Fig. 1: run 1, M1 wires
Cells faint in the background.
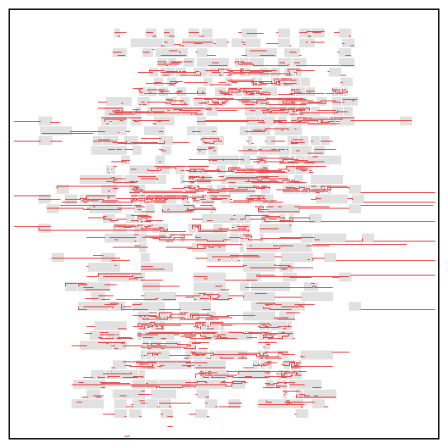
Fig. 2: run 1, metal 2
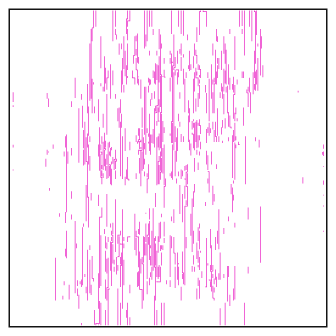
Fig. 3: run 1, metal 3
Cells faint in the background.
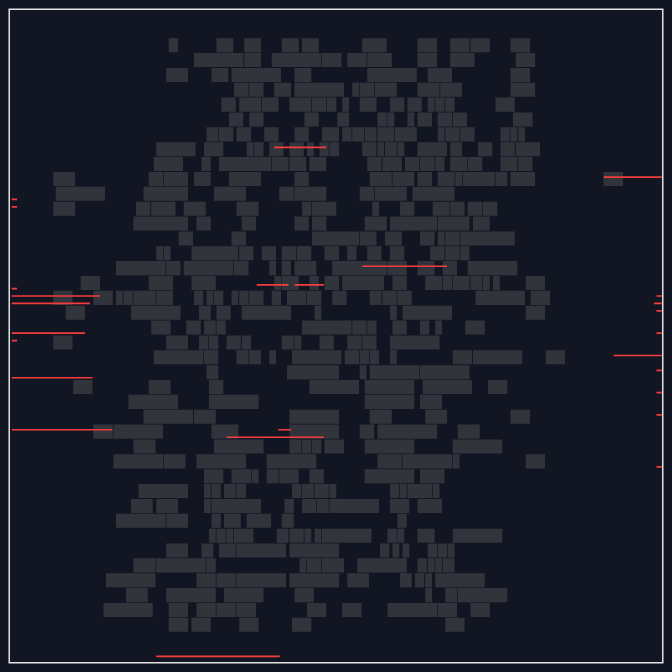
[src/rtl/kyber_pkg.sv]
// Shared Kyber parameters and the
// poly_modadd_ctrl sequencer state type.
package kyber_pkg;

  localparam int          LOGQ    = 12;
  localparam logic [12:0] Q_VALUE = 13'd3329;
  localparam int          N       = 256;
  localparam int          ADDR_W  = 8;

  typedef enum logic [1:0] {
    IDLE,
    RUN,
    DRAIN,
    DONE
  } state_t;

endpackage

[src/rtl/modadd.sv]
// Combinational modular adder:
// o_c = (i_a + i_b) mod Q for operands < Q.
module modadd #(
  parameter int            LOGQ    = 12,
  parameter logic [LOGQ:0] Q_VALUE = 13'd3329
) (
  input  logic [LOGQ-1:0] i_a,
  input  logic [LOGQ-1:0] i_b,
  output logic [LOGQ-1:0] o_c
);

  logic [LOGQ:0] w_sum;
  logic          w_ge;

  assign w_sum = {1'b0, i_a} + {1'b0, i_b};
  assign w_ge  = (w_sum >= Q_VALUE);

  // One conditional subtraction suffices
  // because the sum is below 2*Q.
  assign o_c = LOGQ'(w_ge ? (w_sum - Q_VALUE)
                          : w_sum);

endmodule

[src/rtl/poly_modadd_ctrl.sv]
// Streams C[i] = (A[i]+B[i]) mod Q over one
// polynomial, one coefficient per cycle.
module poly_modadd_ctrl
  import kyber_pkg::*;
#(
  parameter int            LOGQ    = kyber_pkg::LOGQ,
  parameter logic [LOGQ:0] Q_VALUE = kyber_pkg::Q_VALUE,
  parameter int            N       = kyber_pkg::N,
  parameter int            ADDR_W  = kyber_pkg::ADDR_W
) (
  input  logic              clk,
  input  logic              rst_n,
  input  logic              start,
  output logic              busy,
  output logic              done,
  output logic              rd_en,
  output logic [ADDR_W-1:0] rd_addr,
  input  logic [LOGQ-1:0]   a_data,
  input  logic [LOGQ-1:0]   b_data,
  output logic              wr_en,
  output logic [ADDR_W-1:0] wr_addr,
  output logic [LOGQ-1:0]   wr_data
);

  localparam logic [ADDR_W-1:0] LAST =
    ADDR_W'(N - 1);

  state_t            r_state;
  logic              r_drain;
  logic              r_start_q;
  logic              r_busy;
  logic              r_done;
  logic              r_rd_en;
  logic [ADDR_W-1:0] r_rd_addr;
  logic              r_v1;
  logic [ADDR_W-1:0] r_idx1;
  logic              r_wr_en;
  logic [ADDR_W-1:0] r_wr_addr;
  logic [LOGQ-1:0]   r_wr_data;
  logic [LOGQ-1:0]   w_sum;
  logic              w_go;

  // A start held high counts as a single
  // request: only its rising edge is taken.
  assign w_go = start & ~r_start_q;

  // Sequencer: issues N reads, drains the
  // pipeline, then pulses done.
  always_ff @(posedge clk or negedge rst_n) begin
    if (!rst_n) begin
      r_state   <= IDLE;
      r_drain   <= 1'b0;
      r_start_q <= 1'b0;
      r_busy    <= 1'b0;
      r_done    <= 1'b0;
      r_rd_en   <= 1'b0;
      r_rd_addr <= '0;
    end else begin
      r_start_q <= start;
      r_done    <= 1'b0;
      unique case (r_state)
        IDLE: begin
          r_rd_addr <= '0;
          if (w_go) begin
            r_state <= RUN;
            r_busy  <= 1'b1;
            r_rd_en <= 1'b1;
          end
        end
        RUN: begin
          // Stop on the last index so a full
          // 2**ADDR_W range never wraps.
          if (r_rd_addr == LAST) begin
            r_state <= DRAIN;
            r_rd_en <= 1'b0;
            r_drain <= 1'b0;
          end else begin
            r_rd_addr <= r_rd_addr + 1'b1;
          end
        end
        DRAIN: begin
          if (r_drain) begin
            r_state <= DONE;
            r_busy  <= 1'b0;
            r_done  <= 1'b1;
          end else begin
            r_drain <= 1'b1;
          end
        end
        DONE: begin
          r_state   <= IDLE;
          r_rd_addr <= '0;
        end
      endcase
    end
  end

  modadd #(
    .LOGQ    (LOGQ),
    .Q_VALUE (Q_VALUE)
  ) u_modadd (
    .i_a (a_data),
    .i_b (b_data),
    .o_c (w_sum)
  );

  // s1: track which index the RAM data
  // arriving this cycle belongs to.
  always_ff @(posedge clk or negedge rst_n) begin
    if (!rst_n) begin
      r_v1   <= 1'b0;
      r_idx1 <= '0;
    end else begin
      r_v1 <= r_rd_en;
      if (r_rd_en) begin
        r_idx1 <= r_rd_addr;
      end
    end
  end

  // s2: register the sum for the result RAM;
  // address and data hold when idle.
  always_ff @(posedge clk or negedge rst_n) begin
    if (!rst_n) begin
      r_wr_en   <= 1'b0;
      r_wr_addr <= '0;
      r_wr_data <= '0;
    end else begin
      r_wr_en <= r_v1;
      if (r_v1) begin
        r_wr_addr <= r_idx1;
        r_wr_data <= w_sum;
      end
    end
  end

  assign busy    = r_busy;
  assign done    = r_done;
  assign rd_en   = r_rd_en;
  assign rd_addr = r_rd_addr;
  assign wr_en   = r_wr_en;
  assign wr_addr = r_wr_addr;
  assign wr_data = r_wr_data;

endmodule

[config.mk]
export PLATFORM = sky130hd
export DESIGN_NAME = poly_modadd_ctrl
export DESIGN_NICKNAME = d
export VERILOG_FILES = /design/src/rtl/kyber_pkg.sv /design/src/rtl/modadd.sv /design/src/rtl/poly_modadd_ctrl.sv
export SDC_FILE = /design/constraint.sdc
export NUM_CORES = 1
export LEC_CHECK = 0
export ABC_CLOCK_PERIOD_IN_PS = 3000
export CAP_MARGIN = 40
export CORE_MARGIN = 5
export CORE_UTILIZATION = 25
export CTS_CLUSTER_DIAMETER = 80
export DETAILED_ROUTE_END_ITERATION = 6
export HOLD_SLACK_MARGIN = 0.15
export PLACE_DENSITY = 0.52
export SYNTH_ARGS = -nofsm -noshare
export SYNTH_HDL_FRONTEND = slang
export SYNTH_SLANG_ARGS = --single-unit
export TNS_END_PERCENT = 1
[constraint.sdc]
create_clock -name clk -period 3 [get_ports clk]
set_clock_uncertainty 0.05 [all_clocks]
set_input_delay 0.45 -clock clk [delete_from_list [all_inputs] [get_ports clk]]
set_output_delay 0.45 -clock clk [all_outputs]
set_load 0.05 [all_outputs]
==> qor.csv, run 1 <==
stage,metric,value,unit
worst_hold_path,worst min path class,flip-flop to flip-flop,
layout,Final nets,469,
worst_setup_path,Worst Setup EP,wr_data[6],
logic_synthesis,Mapped Cells,299,
pwr,worst vdd ir,0.328,mV
logic_synthesis,"XOR Share, Synth",3.77,%
cts,CTS tree,done,
logic_synthesis,most common cell in the netlist,dfrtp_1,
worst_setup_path,stages on the worst setup path,12,
outcome,failing checks,setup timing,
cts,# clock sinks,45,
pwr,P_seq,811,uW
logic_synthesis,Synth cell types,63,
sta,PnR worst setup slack,-0.0429,ns
layout,multi-input gate count,227,
layout,Layout area overhead,57.0,%
logic_synthesis,flip-flops with a built-in enable,0,
outcome,status,finished with violations,
place,placed instance area,4220,sq um
sta,setup violators final,3,
worst_setup_path,FF-to-FF End,r_state[0],
layout,Seq area share,24.0,%
logic_synthesis,top cells by area,"dfrtp_1 (38%), ha_1 (8.0%), mux2_2 (6.4%)",
layout,Clock-cell share,3.76,%
worst_setup_path,Reg2Reg Setup Slack,0.99,ns
grt,vias in the first global route,2721,
layout,Leading cell kind,logic gates,
worst_hold_path,WHS Path Cells,1,
layout,fraction of area in multi-input gates,42.7,%
grt,GR Util met1,15.0,%
job,MaxCap Viol Count,0,
worst_setup_path,cell chain of the critical path,buf_6 -> ha_4 -> fa_2 -> a21o_4 -> a221oi_4 -> buf_4 -> xnor2_2 -> o211ai_2 -> nor4b_4 -> o41a_4 -> or4_4 -> o311ai_4,
floorplan,Die Wd,119,um
sta,post-layout min period,3.04,ns
pwr,P_comb,1.44,mW
pwr,combinational share of power,49.9,%
grt,total gr overflow,0,
sta,cycle use final,101,%
floorplan,io pins,59,
cts,setup repair bufs after CTS,4,
floorplan,core area,11900,sq um
cts,H-tree Lvls,2,
layout,Flop Count,45,
routing,highest metal used,met4,
worst_setup_path,Worst Setup End Kind,flip-flop,
routing,WL/cell,13.6,um
pwr,Clock Power Share,22.0,%
grt,largest net degree at the start of global routing,30,
routing,DRT Pass-1 Iters,4,
-- Fig. 1 (at the start) --
share of all routed wire: 49%
nets with wire on the layer: 439
main direction: horizontal

-- Fig. 2 (at the start) --
nets with wire on the layer: 402
main direction: vertical
longest straight run: 37.4 um
share of all routed wire: 48%

-- Fig. 3 (at the start) --
nets with wire on the layer: 25
longest straight run: 22.3 um
wire length on this layer: 180 um
share of all routed wire: 2.3%

--- run 2 (diff from run 1) ---
--- a/config.mk
+++ b/config.mk
@@ -5,7 +5,6 @@
 export SDC_FILE = /design/constraint.sdc
 export NUM_CORES = 1
 export LEC_CHECK = 0
-export ABC_CLOCK_PERIOD_IN_PS = 3000
 export CAP_MARGIN = 40
 export CORE_MARGIN = 5
 export CORE_UTILIZATION = 25
Fig. 4: run 2, M1 wires
Cells faint in the background.
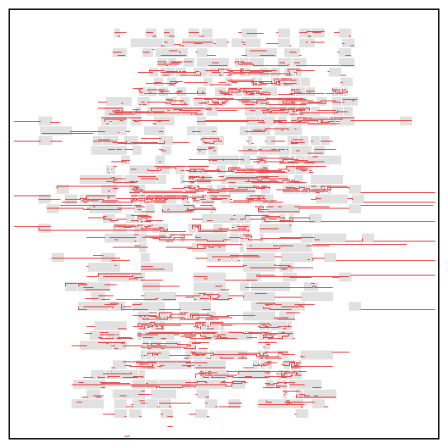
share of all routed wire: 49%
wire length on this layer: 3840 um
longest straight run: 34.0 um

==> qor.csv, run 2 <==
stage,metric,value,unit
routing,DRT Pass-1 Iters,4,
cts,CTS tree,done,
outcome,status,finished with violations,
pwr,worst vdd ir,0.328,mV
pwr,P_seq,811,uW
layout,Layout area overhead,57.0,%
outcome,failing checks,setup timing,
place,dpl hpwl,5970,um
worst_hold_path,worst min path class,flip-flop to flip-flop,
place,placed instance area,4220,sq um
logic_synthesis,"XOR Share, Synth",3.77,%
grt,total gr overflow,0,
routing,highest metal used,met4,
floorplan,core area,11900,sq um
worst_setup_path,Reg2Reg Setup Slack,0.99,ns
floorplan,io pins,59,
grt,largest net degree at the start of global routing,30,
layout,Clock-cell share,3.76,%
worst_setup_path,Worst Setup End Kind,flip-flop,
grt,vias in the first global route,2721,
sta,setup violators final,3,
cts,# clock sinks,45,
worst_setup_path,cell chain of the critical path,buf_6 -> ha_4 -> fa_2 -> a21o_4 -> a221oi_4 -> buf_4 -> xnor2_2 -> o211ai_2 -> nor4b_4 -> o41a_4 -> or4_4 -> o311ai_4,
sta,PnR worst setup slack,-0.0429,ns
worst_setup_path,FF-to-FF End,r_state[0],
layout,Flop Count,45,
floorplan,Die Wd,119,um
pwr,P_comb,1.44,mW
cts,setup repair bufs after CTS,4,
layout,multi-input gate count,227,
layout,fraction of area in multi-input gates,42.7,%
grt,GR Util met1,15.0,%
sta,cycle use final,101,%
pwr,Clock Power Share,22.0,%
pwr,combinational share of power,49.9,%
layout,Final nets,469,
cts,H-tree Lvls,2,
sta,post-layout min period,3.04,ns
job,MaxCap Viol Count,0,
logic_synthesis,top cells by area,"dfrtp_1 (38%), ha_1 (8.0%), mux2_2 (6.4%)",
layout,Leading cell kind,logic gates,
worst_setup_path,stages on the worst setup path,12,
logic_synthesis,Synth cell types,63,
sta,slew margin rel.,63.7,%
grt,Most Crowded Layer GR,met2,
routing,WL/cell,13.6,um
Fig. 5: run 2, metal 2
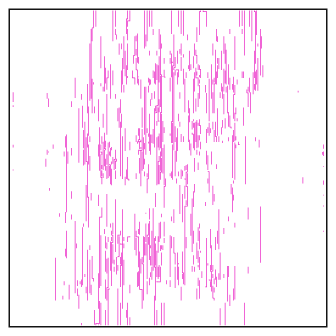
wire length on this layer: 3710 um
share of all routed wire: 48%
main direction: vertical
longest straight run: 37.4 um
nets with wire on the layer: 402

--- run 3 (diff from run 2) ---
--- a/config.mk
+++ b/config.mk
@@ -7,11 +7,11 @@
 export LEC_CHECK = 0
 export CAP_MARGIN = 40
 export CORE_MARGIN = 5
-export CORE_UTILIZATION = 25
+export CORE_UTILIZATION = 56
 export CTS_CLUSTER_DIAMETER = 80
 export DETAILED_ROUTE_END_ITERATION = 6
 export HOLD_SLACK_MARGIN = 0.15
-export PLACE_DENSITY = 0.52
+export PLACE_DENSITY = 0.93
 export SYNTH_ARGS = -nofsm -noshare
 export SYNTH_HDL_FRONTEND = slang
 export SYNTH_SLANG_ARGS = --single-unit
Fig. 6: run 3, metal 3
Cells faint in the background.
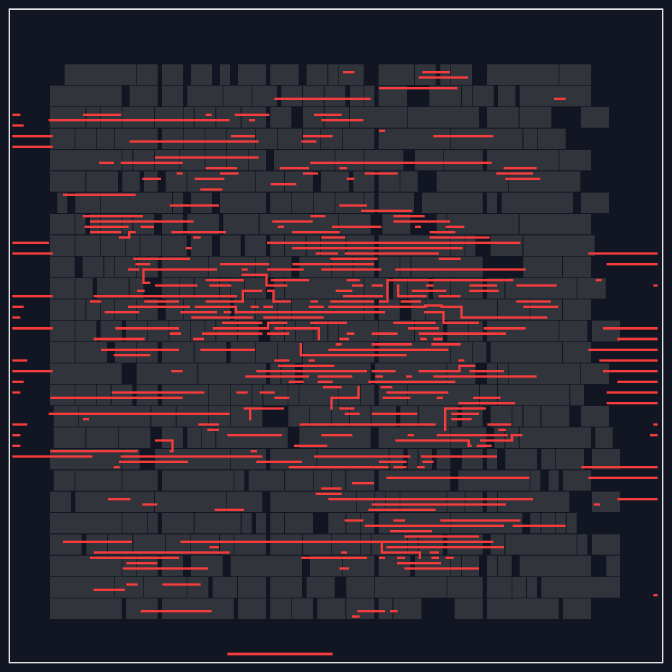
wire length on this layer: 1610 um
main direction: horizontal
longest straight run: 39.6 um

==> qor.csv, run 3 <==
stage,metric,value,unit
outcome,status,finished with violations,
outcome,failing checks,setup timing,
layout,Clock-cell share,2.57,%
cts,H-tree Lvls,2,
place,dpl hpwl,6130,um
worst_setup_path,Worst Setup End Kind,flip-flop,
floorplan,Die Wd,83.0,um
cts,setup repair bufs after CTS,18,
layout,Seq area share,24.1,%
worst_setup_path,Worst Setup EP,wr_data[3],
routing,highest metal used,met4,
sta,cycle use final,113,%
layout,multi-input gate count,227,
pwr,combinational share of power,55.8,%
pwr,P_comb,1.71,mW
floorplan,io pins,59,
pwr,worst vdd ir,0.458,mV
grt,GR Util met1,35.0,%
worst_setup_path,cell chain of the critical path,dlygate4sd2_1 -> ha_4 -> a21o_1 -> a21oi_4 -> a21oi_2 -> o41ai_2 -> buf_4 -> xor2_4 -> o41a_4 -> buf_6 -> o21ai_0 -> a31oi_4,
logic_synthesis,flip-flops with a built-in enable,0,
layout,Final nets,477,
worst_hold_path,WHS Path Cells,2,
worst_setup_path,stages on the worst setup path,12,
pwr,Clock Power Share,16.6,%
layout,Leading cell kind,logic gates,
sta,setup violators final,12,
sta,PnR worst setup slack,-0.381,ns
layout,Flop Count,45,
Fig. 7: run 3, M1 wires
Cells faint in the background.
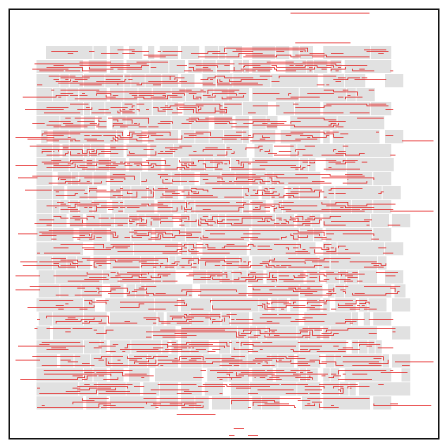
nets with wire on the layer: 436
main direction: horizontal


==> gallery <==
Routing congestion.
panel A
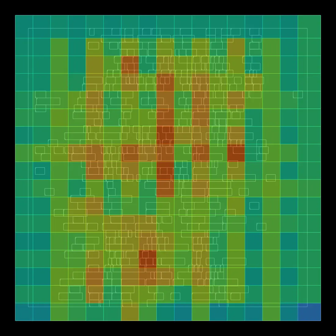
panel B
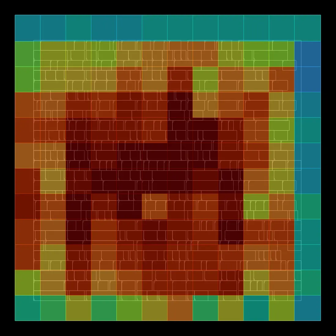
- panel B = run 3
- panel A = run 1
The one with the highest utilization is panel B.
The one with the most wire per cell is panel B.

No activity file was given, so power comes from the tool's default toggle rates.
